Fig. 1: selected gate families
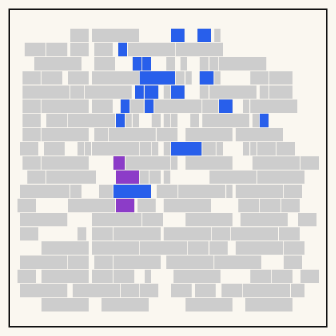
Fig. 2: the metal 1 layer
Bar = 20 um. Supply wires on this layer in gray.
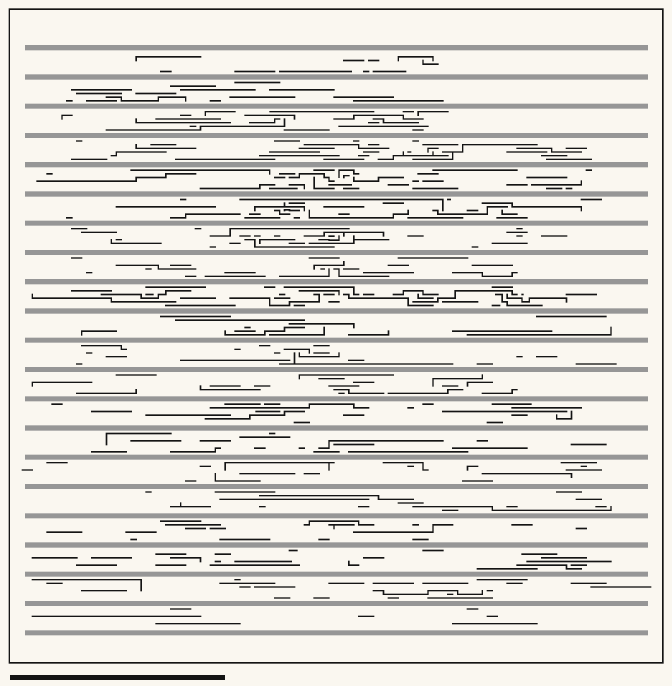
## src/rtl/spi_responder.sv

```systemverilog
`default_nettype none
// ============================================================================
// Module      : spi_responder
// Description : SPI mode-0 responder. The sclk, cs_n and mosi pins are
//               oversampled and synchronised into clk; nothing runs on sclk.
//               Received words appear on rx_data with a one-cycle rx_valid
//               pulse. Reply words are offered through a one-word holding
//               buffer (tx_valid/tx_ready).
//               Optional macro SPI_RESPONDER_ECHO_EN: when the holding buffer
//               is empty at a word start, the previous received word of the
//               current CS frame is echoed instead of TX_IDLE.
// Revision    : 1.0 - initial release
// ============================================================================
module spi_responder #(
   parameter int              WIDTH       = 8,
   parameter int              SYNC_STAGES = 2,
   parameter logic [WIDTH-1:0] TX_IDLE    = {WIDTH{1'b1}}
) (
   input  logic             clk,
   input  logic             rst_n,
   input  logic             spi_sclk,
   input  logic             spi_cs_n,
   input  logic             spi_mosi,
   output logic             spi_miso,
   output logic [WIDTH-1:0] rx_data,
   output logic             rx_valid,
   input  logic [WIDTH-1:0] tx_data,
   input  logic             tx_valid,
   output logic             tx_ready,
   output logic             tx_underrun,
   output logic             busy
);

   localparam int CNT_W = $clog2(WIDTH);

   typedef enum logic [0:0] {
      IDLE  = 1'b0,
      SHIFT = 1'b1
   } state_t;

   state_t               state_q, state_d;
   logic [SYNC_STAGES-1:0] sclk_sync_q, cs_sync_q, mosi_sync_q;
   logic                 sclk_dly_q, cs_dly_q;
   logic [CNT_W-1:0]     bit_cnt_q, bit_cnt_d;
   logic [WIDTH-1:0]     shift_rx_q, shift_rx_d;
   logic [WIDTH-1:0]     shift_tx_q, shift_tx_d;
   logic                 word_end_q, word_end_d;   // WIDTH-th rise seen, next fall starts a word
   logic                 done_q, done_d;           // shift_rx holds a complete word
   logic [WIDTH-1:0]     rx_data_q, rx_data_d;
   logic                 rx_valid_q, rx_valid_d;
   logic [WIDTH-1:0]     buf_q, buf_d;
   logic                 buf_full_q, buf_full_d;
   logic                 underrun_q, underrun_d;
   logic                 miso_q, miso_d;

   logic                 w_sclk_rise, w_sclk_fall, w_cs_fall, w_cs_rise, w_mosi;
   logic                 w_start;
   logic [WIDTH-1:0]     w_fill, w_load_word;

`ifdef SPI_RESPONDER_ECHO_EN
   logic                 echo_vld_q, echo_vld_d;
`endif

   // Edge detection on the last synchroniser stage versus one extra delay flop
   assign w_sclk_rise = sclk_sync_q[SYNC_STAGES-1] & ~sclk_dly_q;
   assign w_sclk_fall = ~sclk_sync_q[SYNC_STAGES-1] & sclk_dly_q;
   assign w_cs_fall   = ~cs_sync_q[SYNC_STAGES-1] & cs_dly_q;
   assign w_cs_rise   = cs_sync_q[SYNC_STAGES-1] & ~cs_dly_q;
   assign w_mosi      = mosi_sync_q[SYNC_STAGES-1];

   // Pin synchronisers and edge-detect delay flops
   always_ff @(posedge clk or negedge rst_n) begin
      if (!rst_n) begin
         sclk_sync_q <= '0;
         cs_sync_q   <= '1;
         mosi_sync_q <= '0;
         sclk_dly_q  <= 1'b0;
         cs_dly_q    <= 1'b1;
      end else begin
         sclk_sync_q <= {sclk_sync_q[SYNC_STAGES-2:0], spi_sclk};
         cs_sync_q   <= {cs_sync_q[SYNC_STAGES-2:0], spi_cs_n};
         mosi_sync_q <= {mosi_sync_q[SYNC_STAGES-2:0], spi_mosi};
         sclk_dly_q  <= sclk_sync_q[SYNC_STAGES-1];
         cs_dly_q    <= cs_sync_q[SYNC_STAGES-1];
      end
   end

   // Next state: SHIFT for the whole time chip select is asserted
   always_comb begin
      state_d = state_q;
      case (state_q)
         IDLE:    if (w_cs_fall) state_d = SHIFT;
         SHIFT:   if (w_cs_rise) state_d = IDLE;
         default: state_d = IDLE;
      endcase
   end

   // Word sent when the holding buffer is empty
`ifdef SPI_RESPONDER_ECHO_EN
   assign w_fill = (w_cs_fall || !echo_vld_q) ? TX_IDLE : rx_data_q;
`else
   assign w_fill = TX_IDLE;
`endif

   assign w_load_word = buf_full_q ? buf_q : w_fill;
   // A word starts at chip-select fall, or at the sclk fall closing the previous word
   assign w_start = ((state_q == IDLE) && w_cs_fall) ||
                    ((state_q == SHIFT) && !w_cs_rise && w_sclk_fall && word_end_q);

   // Datapath next-state: shifters, bit counter, rx word, tx holding buffer
   always_comb begin
      bit_cnt_d  = bit_cnt_q;
      shift_rx_d = shift_rx_q;
      shift_tx_d = shift_tx_q;
      word_end_d = word_end_q;
      done_d     = 1'b0;
      rx_data_d  = rx_data_q;
      rx_valid_d = 1'b0;
      buf_d      = buf_q;
      buf_full_d = buf_full_q;
      underrun_d = 1'b0;
      miso_d     = miso_q;
`ifdef SPI_RESPONDER_ECHO_EN
      echo_vld_d = echo_vld_q;
`endif

      if ((state_q == SHIFT) && w_sclk_rise) begin
         shift_rx_d = {shift_rx_q[WIDTH-2:0], w_mosi};
         if (bit_cnt_q == CNT_W'(WIDTH-1)) begin
            bit_cnt_d  = '0;
            done_d     = 1'b1;
            word_end_d = 1'b1;
         end else begin
            bit_cnt_d  = bit_cnt_q + 1'b1;
         end
      end

      if ((state_q == SHIFT) && w_sclk_fall && !w_cs_rise && !word_end_q) begin
         shift_tx_d = shift_tx_q << 1;
         miso_d     = shift_tx_q[WIDTH-2];
      end

      // Consuming the buffer happens before a new offer can be accepted
      if (w_start) begin
         shift_tx_d = w_load_word;
         miso_d     = w_load_word[WIDTH-1];
         word_end_d = 1'b0;
         if (buf_full_q) buf_full_d = 1'b0;
         else            underrun_d = 1'b1;
      end

      if (tx_valid && !buf_full_q) begin
         buf_d      = tx_data;
         buf_full_d = 1'b1;
      end

      // Chip-select release discards any partial word but keeps the buffer
      if ((state_q == SHIFT) && w_cs_rise) begin
         bit_cnt_d  = '0;
         word_end_d = 1'b0;
         miso_d     = 1'b0;
      end

      if (done_q) begin
         rx_data_d  = shift_rx_q;
         rx_valid_d = 1'b1;
`ifdef SPI_RESPONDER_ECHO_EN
         echo_vld_d = 1'b1;
`endif
      end

`ifdef SPI_RESPONDER_ECHO_EN
      if (w_cs_fall) echo_vld_d = 1'b0;
`endif
   end

   // State and datapath registers
   always_ff @(posedge clk or negedge rst_n) begin
      if (!rst_n) begin
         state_q    <= IDLE;
         bit_cnt_q  <= '0;
         shift_rx_q <= '0;
         shift_tx_q <= '0;
         word_end_q <= 1'b0;
         done_q     <= 1'b0;
         rx_data_q  <= '0;
         rx_valid_q <= 1'b0;
         buf_q      <= '0;
         buf_full_q <= 1'b0;
         underrun_q <= 1'b0;
         miso_q     <= 1'b0;
      end else begin
         state_q    <= state_d;
         bit_cnt_q  <= bit_cnt_d;
         shift_rx_q <= shift_rx_d;
         shift_tx_q <= shift_tx_d;
         word_end_q <= word_end_d;
         done_q     <= done_d;
         rx_data_q  <= rx_data_d;
         rx_valid_q <= rx_valid_d;
         buf_q      <= buf_d;
         buf_full_q <= buf_full_d;
         underrun_q <= underrun_d;
         miso_q     <= miso_d;
      end
   end

`ifdef SPI_RESPONDER_ECHO_EN
   // Echo source is valid only once a word has been received in this frame
   always_ff @(posedge clk or negedge rst_n) begin
      if (!rst_n) echo_vld_q <= 1'b0;
      else        echo_vld_q <= echo_vld_d;
   end
`endif

   assign spi_miso    = miso_q;
   assign rx_data     = rx_data_q;
   assign rx_valid    = rx_valid_q;
   assign tx_ready    = ~buf_full_q;
   assign tx_underrun = underrun_q;
   assign busy        = (state_q == SHIFT);

endmodule
`default_nettype wire

```

## config.mk

```make
export PLATFORM = sky130hd
export DESIGN_NAME = spi_responder
export DESIGN_NICKNAME = d
export VERILOG_FILES = /design/src/rtl/spi_responder.sv
export SDC_FILE = /design/constraint.sdc
export NUM_CORES = 1
export LEC_CHECK = 0
export CORE_UTILIZATION = 57
export CTS_BUF_LIST = sky130_fd_sc_hd__clkbuf_16
export CTS_CLUSTER_SIZE = 24
export DETAILED_ROUTE_END_ITERATION = 8
export MAX_ROUTING_LAYER = met4
export PLACE_DENSITY = 0.83
export SLEW_MARGIN = 20
export SYNTH_ARGS = -nofsm -noshare
export SYNTH_HDL_FRONTEND = slang
export SYNTH_SLANG_ARGS = --single-unit
```

## constraint.sdc

```tcl
create_clock -name clk -period 4.25 [get_ports clk]
set_clock_uncertainty 0.2 [all_clocks]
set_input_delay 0.6375 -clock clk [delete_from_list [all_inputs] [get_ports clk]]
set_output_delay 0.6375 -clock clk [all_outputs]
set_load 0.005 [all_outputs]
```

==> Changelog: implementation <==
### Implementation results

* RSZ-0062 raised after global routing: false
* Yosys stat area at 1960 um2
* Fill cell count at 201
* Latency at later pin at 0.28 ns
* GR Layer Usage met2 at 34.2%
* Synth Seq Share at 62.8%
* Post-CTS Setup Bufs at 0
* Setup TNS at 0 ns
* Fmax at 448 MHz
* Outcome: completed
* Util after Layout at 76.0%
* Mux share at 14.8%
* Largest net degree at the start of global routing at 50
* DRT Pass-1 Iters at 4
* Combinational power at 0.000223 W
* EDFF count, synth at 0
* Most Used Layer, Global Route: met2
* GR Layer Usage met3 at 5.12%
* CORE AREA at 3150 um2
* Die Span X at 60.6 um
* Top class by area: sequential cells
* Seq group at 0.000668 W
* Number of clock buffers in the layout at 5
* CP Capture Point: busy
* Logic inverters at 3
* Layout area overhead at 22.2%
* Power in the clock group at 0.000378 W
* Pwr top: registers
* Critical path depth in cells at 1
* PwrDens at 530 nW/um2
* Post-Syn Instances at 142
* First-pass GRT wire length at 5480 um
* CP max FO at 9
* Number of cells in the yosys synthesis report at 142
* Overall Power at 0.00127 W
* Most frequent cells in the layout: dfrtp_1, clkdlybuf4s50_1, mux2_2
* Average instance area after synthesis at 13.8 um2
* Inst Count DP at 208
* Asr flop ratio synth at 100%
* Antenna violations before repair at 0
* Place WS at 1.83 ns
* Iter 0 DRT Violations at 53
* Routed wl met3 at 141 um
* Worst hold slack at 0.156 ns
* Final Cell Area at 2390 um2
* Overall routing resource usage at 22.0%
* Endpoints failing hold at 0
* WL met1 at 1430 um
* Die Y at 60.6 um
* FF+latch area at 1230 um2
* Die area at 3680 um2
* Placer congestion estimate at 0.785
* Post-synth top cells: dfrtp_1, mux2_2, nor2_1, nand2_1, nor3_1
* Crit path DAT at 1.39 ns
* Max Buffers Root-to-Sink at 2
* Worst hold path class: in -> async
* Simple-gate share of the synthesized area at 10.3%
* CTS Buf Count at 5
* Flop Count at 49
* Tool warning count at 26
* Cells along the critical path: clkdlybuf4s50_1
* Buffers excl. clock at 26
* Clock network fraction of total power at 29.8%
* Slowest Stage Delay on Critical Path at 0.58 ns
* Post-Synth Adder-Cell Area at 1.79%
* Post-DR wirelength/cell at 14.9 um
* Post-synth top flop: dfrtp_1
* Post-layout period usage at 52.5%
* GR Overflow Total at 0
* #MultiIn Comb at 86
* Well Taps at 44
* Highest layer used for signal routing: met4
* CP startpoint: busy
* Slowest-stage cell, CP: clkdlybuf4s50_1
* WL met2 at 1590 um
* Initial Utilization at 62.1%
* # DRC at 0
* Lkg Pwr at 1.09 nW
* Final #Nets at 187
* Register share of total power at 52.6%
* Synth top area cells: dfrtp_1, mux2_2, dfstp_2
* Comb power frac at 17.6%
* Netlist cell types at 30
* Max_slew headroom at 52.1%
* Critical Path Start Type: flop
* Sw Ratio at 26.1%
* Worst r2r src: cs_sync_q[1]
## Picture notes: Fig. 1
[and/or cells] purple | cells: 3
[aoi and oai cells] blue | cells: 17 | most used: a21oi_1 | where: top center
final non-filler cell total: 216
most frequent logic cell in the layout: dfrtp_1
combinational share of cell area: 29.0%

## Picture notes: Fig. 2
main direction: horizontal
nets with wire on the layer: 159
longest straight run: 18.9 um
wire length on this layer: 1430 um
share of all routed wire: 44%
vias: 1212
Post-Route WL: 3220 um
met1 usage: 27.2%

No activity file was given, so power comes from the tool's default toggle rates.
